## config.mk

```make
export PLATFORM = sky130hd
export DESIGN_NAME = ov7670_sccb_config
export DESIGN_NICKNAME = d
export VERILOG_FILES = /design/src/rtl/ov7670_pkg.sv /design/src/rtl/ov7670_config_rom.sv /design/src/rtl/ov7670_sccb_config.sv
export SDC_FILE = /design/constraint.sdc
export NUM_CORES = 1
export LEC_CHECK = 0
export CORE_AREA = 2 2 117 85
export DETAILED_ROUTE_END_ITERATION = 8
export DIE_AREA = 0 0 119 87
export REMOVE_ABC_BUFFERS = 1
export SYNTH_ARGS = -nofsm -noshare
export SYNTH_HDL_FRONTEND = slang
export SYNTH_SLANG_ARGS = --single-unit
export TNS_END_PERCENT = 1
```

## constraint.sdc

```tcl
create_clock -name clk -period 7.13 [get_ports clk]
set_input_delay 1.426 -clock clk [delete_from_list [all_inputs] [get_ports clk]]
set_output_delay 1.426 -clock clk [all_outputs]
set_load 0.02 [all_outputs]
```

## src/rtl/ov7670_pkg.sv

```systemverilog
// rtl/ov7670_pkg.sv - shared constants, state type and frame helpers for the OV7670 SCCB sequencer
package ov7670_pkg;

    localparam logic [7:0]  SCCB_WR_ADDR = 8'h42;
    localparam logic [15:0] CFG_END      = 16'hFFFF;
    localparam logic [15:0] CFG_DELAY    = 16'hFFF0;
    localparam logic [4:0]  LAST_BIT     = 5'd26;

    typedef enum logic [2:0] {
        IDLE,
        FETCH,
        START,
        BITS,
        STOP,
        GAP,
        DELAY,
        DONE
    } sccb_state_t;

    // Bits 8, 17 and 26 are the slave's don't-care/ACK slots.
    function automatic logic is_ack_bit(input logic [4:0] b);
        return (b == 5'd8) || (b == 5'd17) || (b == LAST_BIT);
    endfunction

    function automatic logic frame_bit(input logic [26:0] frame, input logic [4:0] b);
        logic [26:0] sh;
        sh = frame << b;
        return sh[26];
    endfunction

endpackage

```

## src/rtl/ov7670_config_rom.sv

```systemverilog
// rtl/ov7670_config_rom.sv - constant {reg, data} bring-up table; ROM_SEL picks an alternate table
module ov7670_config_rom
    import ov7670_pkg::*;
#(
    parameter int ROM_SEL = 0
) (
    input  logic [7:0]  idx,
    output logic [15:0] rom_data
);

    // ROM_SEL: 0 = full sensor bring-up, 1 = single COM7 write, 2 = empty table.
    always_comb begin
        rom_data = CFG_END;
        if (ROM_SEL == 1) begin
            if (idx == 8'd0) begin
                rom_data = 16'h1204;
            end
        end else if (ROM_SEL == 0) begin
            case (idx)
                8'd0:    rom_data = 16'h1280;
                8'd1:    rom_data = CFG_DELAY;
                8'd2:    rom_data = 16'h1204;
                8'd3:    rom_data = 16'h40D0;
                8'd4:    rom_data = 16'h8C00;
                8'd5:    rom_data = 16'h1180;
                8'd6:    rom_data = 16'h3A04;
                8'd7:    rom_data = 16'h1500;
                8'd8:    rom_data = 16'h3DC0;
                default: rom_data = CFG_END;
            endcase
        end
    end

endmodule

```

## src/rtl/ov7670_sccb_config.sv

```systemverilog
// rtl/ov7670_sccb_config.sv - walks the config ROM and issues each entry as a 3-phase SCCB write
module ov7670_sccb_config
    import ov7670_pkg::*;
#(
    parameter int CLK_FREQ_HZ  = 100_000_000,
    parameter int SCCB_FREQ_HZ = 100_000,
    parameter int DELAY_CYCLES = 1_000_000,
    parameter int ROM_SEL      = 0
) (
    input  logic       clk,
    input  logic       reset,
    input  logic       start,
    output logic       sioc,
    output logic       siod_out,
    output logic       siod_oe,
    output logic       busy,
    output logic       done,
    output logic [7:0] entry_idx
);

    localparam int QDIV = CLK_FREQ_HZ / (4 * SCCB_FREQ_HZ);
    localparam int QW   = (QDIV > 1) ? $clog2(QDIV) : 1;
    localparam int DW   = (DELAY_CYCLES > 1) ? $clog2(DELAY_CYCLES) : 1;
    localparam logic [QW-1:0] QLAST = QW'(QDIV - 1);
    localparam logic [DW-1:0] DLAST = DW'(DELAY_CYCLES - 1);

    sccb_state_t   state_q, state_d;
    logic [QW-1:0] qcnt_q, qcnt_d;
    logic [1:0]    quarter_q, quarter_d;
    logic [4:0]    bit_q, bit_d;
    logic [DW-1:0] dcnt_q, dcnt_d;
    logic [15:0]   entry_q, entry_d;
    logic [7:0]    idx_q, idx_d;
    logic          sioc_q, sioc_d;
    logic          siod_q, siod_d;
    logic          oe_q, oe_d;
    logic          busy_q, busy_d;
    logic          done_q, done_d;

    logic [15:0] rom_data;
    logic [26:0] frame;
    logic        qtick;
    logic [4:0]  nb;

    ov7670_config_rom #(.ROM_SEL(ROM_SEL)) u_rom (
        .idx      (idx_q),
        .rom_data (rom_data)
    );

    assign frame = {SCCB_WR_ADDR, 1'b1, entry_q[15:8], 1'b1, entry_q[7:0], 1'b1};

    always_comb begin
        state_d   = state_q;
        qcnt_d    = '0;
        quarter_d = quarter_q;
        bit_d     = bit_q;
        dcnt_d    = dcnt_q;
        entry_d   = entry_q;
        idx_d     = idx_q;
        sioc_d    = sioc_q;
        siod_d    = siod_q;
        oe_d      = oe_q;
        busy_d    = busy_q;
        done_d    = done_q;
        qtick     = 1'b0;
        nb        = (state_q == START) ? 5'd0 : bit_q + 5'd1;

        // FETCH holds the divider at zero so every START begins on a fresh quarter.
        if (state_q inside {START, BITS, STOP, GAP, DELAY}) begin
            qtick  = (qcnt_q == QLAST);
            qcnt_d = qtick ? '0 : qcnt_q + 1'b1;
        end

        case (state_q)
            IDLE, DONE: begin
                if (start) begin
                    state_d = FETCH;
                    idx_d   = '0;
                    busy_d  = 1'b1;
                    done_d  = 1'b0;
                end
            end
            FETCH: begin
                entry_d = rom_data;
                if (rom_data == CFG_END) begin
                    state_d = DONE;
                    busy_d  = 1'b0;
                    done_d  = 1'b1;
                end else if (rom_data == CFG_DELAY) begin
                    state_d = DELAY;
                    dcnt_d  = '0;
                end else begin
                    state_d   = START;
                    quarter_d = 2'd0;
                    sioc_d    = 1'b1;
                    siod_d    = 1'b1;
                    oe_d      = 1'b1;
                end
            end
            START: begin
                if (qtick) begin
                    case (quarter_q)
                        2'd0: begin
                            quarter_d = 2'd1;
                            siod_d    = 1'b0;
                        end
                        2'd1: begin
                            quarter_d = 2'd2;
                            sioc_d    = 1'b0;
                        end
                        default: begin
                            state_d   = BITS;
                            quarter_d = 2'd0;
                            bit_d     = nb;
                            sioc_d    = 1'b0;
                            siod_d    = frame_bit(frame, nb);
                            oe_d      = !is_ack_bit(nb);
                        end
                    endcase
                end
            end
            BITS: begin
                if (qtick) begin
                    quarter_d = quarter_q + 2'd1;
                    if (quarter_q == 2'd1) begin
                        sioc_d = 1'b1;
                    end else if (quarter_q == 2'd3) begin
                        sioc_d = 1'b0;
                        if (bit_q == LAST_BIT) begin
                            state_d = STOP;
                            siod_d  = 1'b0;
                            oe_d    = 1'b1;
                        end else begin
                            bit_d  = nb;
                            siod_d = frame_bit(frame, nb);
                            oe_d   = !is_ack_bit(nb);
                        end
                    end
                end
            end
            STOP: begin
                if (qtick) begin
                    quarter_d = quarter_q + 2'd1;
                    if (quarter_q == 2'd0) begin
                        sioc_d = 1'b1;
                    end else if (quarter_q == 2'd1) begin
                        siod_d = 1'b1;
                    end else begin
                        state_d   = GAP;
                        quarter_d = 2'd0;
                    end
                end
            end
            GAP: begin
                if (qtick) begin
                    quarter_d = quarter_q + 2'd1;
                    if (quarter_q == 2'd3) begin
                        state_d = FETCH;
                        idx_d   = idx_q + 8'd1;
                    end
                end
            end
            DELAY: begin
                if (dcnt_q == DLAST) begin
                    state_d = FETCH;
                    idx_d   = idx_q + 8'd1;
                end else begin
                    dcnt_d = dcnt_q + 1'b1;
                end
            end
            default: state_d = IDLE;
        endcase
    end

    always_ff @(posedge clk or posedge reset) begin
        if (reset) begin
            state_q   <= IDLE;
            qcnt_q    <= '0;
            quarter_q <= 2'd0;
            bit_q     <= 5'd0;
            dcnt_q    <= '0;
            entry_q   <= 16'h0000;
            idx_q     <= 8'd0;
            sioc_q    <= 1'b1;
            siod_q    <= 1'b1;
            oe_q      <= 1'b1;
            busy_q    <= 1'b0;
            done_q    <= 1'b0;
        end else begin
            state_q   <= state_d;
            qcnt_q    <= qcnt_d;
            quarter_q <= quarter_d;
            bit_q     <= bit_d;
            dcnt_q    <= dcnt_d;
            entry_q   <= entry_d;
            idx_q     <= idx_d;
            sioc_q    <= sioc_d;
            siod_q    <= siod_d;
            oe_q      <= oe_d;
            busy_q    <= busy_d;
            done_q    <= done_d;
        end
    end

    assign sioc      = sioc_q;
    assign siod_out  = siod_q;
    assign siod_oe   = oe_q;
    assign busy      = busy_q;
    assign done      = done_q;
    assign entry_idx = idx_q;

endmodule

```

==> GITHUB_STEP_SUMMARY <==
### Metrics collected by this job

| Metric | Value |
|---|---|
| Run status | `complete, no violations` |
| Max frequency | `roughly 300 MHz` |
| Register-to-register setup slack | `3.78 ns` |
| Die H | `a little under 90 µm` |
| WP data arrival | `3.60 ns` |
| Top contributor to total power | `clock` |
| Hold/Removal Path Class | `register to register` |
| Via/cell ratio | `between 5 and 6` |
| TNS Setup | `0 ns` |
| Routability cong. | `between 0.8 and 0.9` |
| Worst hold endpoint | `dcnt_q[18]$_DFFE_PP0P_` |
| TritonCTS clock tree | `done` |
| Routed length on met2 | `between 4 and 5 mm` |
| Total number of warnings across the stage logs | `37` |
| Dominant kind of cell by area | `multi-input combinational cells` |
| Setup repair after global routing missed its margin | `false` |
| Top cell type's share of synthesized area | `a little under two fifths` |
| Fraction of synthesized area in multiplexers | `under 10%` |
| Post-synthesis compound-gate area fraction | `between 20 and 25%` |
| Distinct cell type count after synthesis | `~65` |
| Comb power | `between 0.009 and 0.01 mW` |
| Tapcell Cnt | `about 130` |
| Number of CTS-inserted buffers | `9` |
| EDFF count, synth | `0` |
| Register bit total from synthesis | `64` |
| Share of synthesized registers carrying an async set or reset | `100%` |
| Depth of the critical timing path with buffers and inverters included | `6` |
| Number of sequential storage elements | `roughly 64` |
| Synthesized-area fraction occupied by adder cells | `~5.5%` |
| Combined area of the multi-input logic cells | `between 2000 and 2500 µm²` |
| Number of antenna violations at the first check in global routing | `0` |
| Reg power frac | `a little under half` |
| Antenna diode instance count | `0` |
| Footprint of the flip-flops and latches | `1610 µm²` |
| Detailed-placement wirelength estimate | `a little under 7 mm` |
| Number of buffers inserted by hold repair at cts | `0` |
| First-iteration detailed-routing DRC count | `330` |
density.png
The die is cut into 12 by 9 equal tiles; dark blue is low, red is high, 0 to 100% covered.
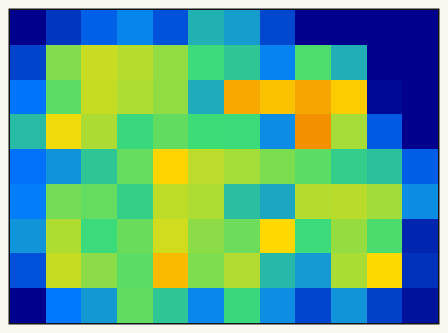
fullest tile	84%
nearly empty tiles	10%
emptiest ninth of the die	top right
total core area: 9350 µm²
Final Core Density: 49.3%
starting utilization of the core area: 43.8%

clock_map.png
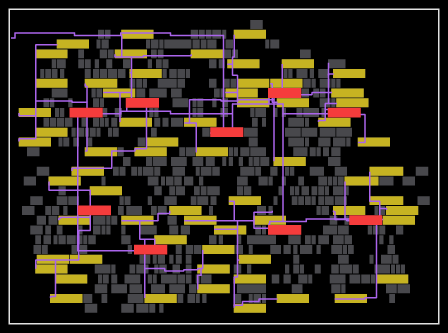
[flip-flops] yellow | count: 64
[clock wires] purple | length: 960 µm
[cells driving clock nets] red | count: 9
routed clock nets	10
flops lie	all over the die
Fin Clk Skew: 0.00485 ns
clock latency of the later-clocked register in the worst-skew pair: 0.33 ns
power of the clock network: 0.402 mW
proportion of power drawn by the clock network: 51.9%

final_congestion.png
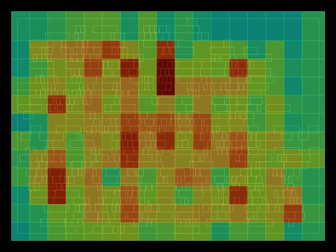
M2 GR Usage: 29.5%
global routing usage on met3: 5.37%
Most Crowded Layer GR: met1
post-detailed-route wirelength per cell: 16.0 µm
GRT Resource Usage Total: 20.7%

gate_families.png
The bar under the picture is 20 µm long.
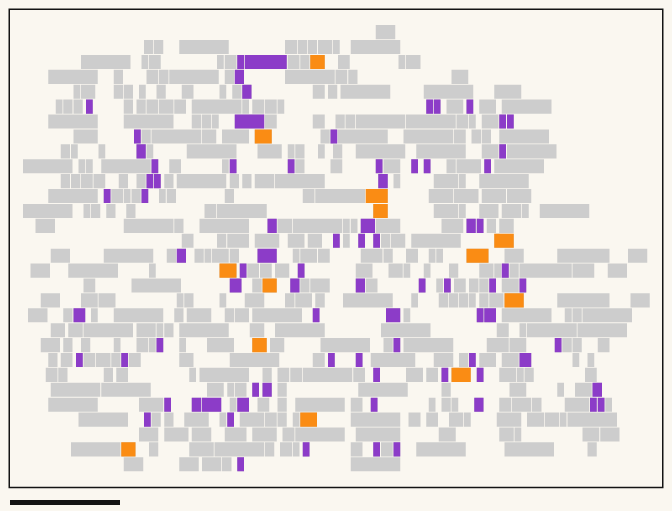
family	colour	cells
NOR gates	purple	80
AND-OR and OR-AND gates	orange	13
combinational fraction of the cell area: 50.9%
final cell count without fillers: 616

metal_stack.png
The bar under the picture is 20 µm long.
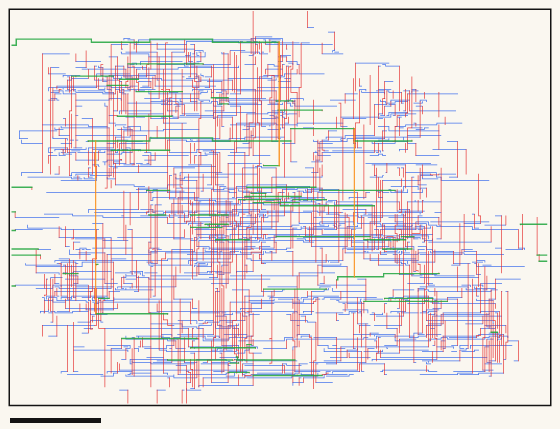
layer	colour	wire length
met3	green	596 µm
met1	blue	5,130 µm
met2	red	4,070 µm
met4	orange	97.9 µm

Power is estimated from default activity; no workload was simulated.
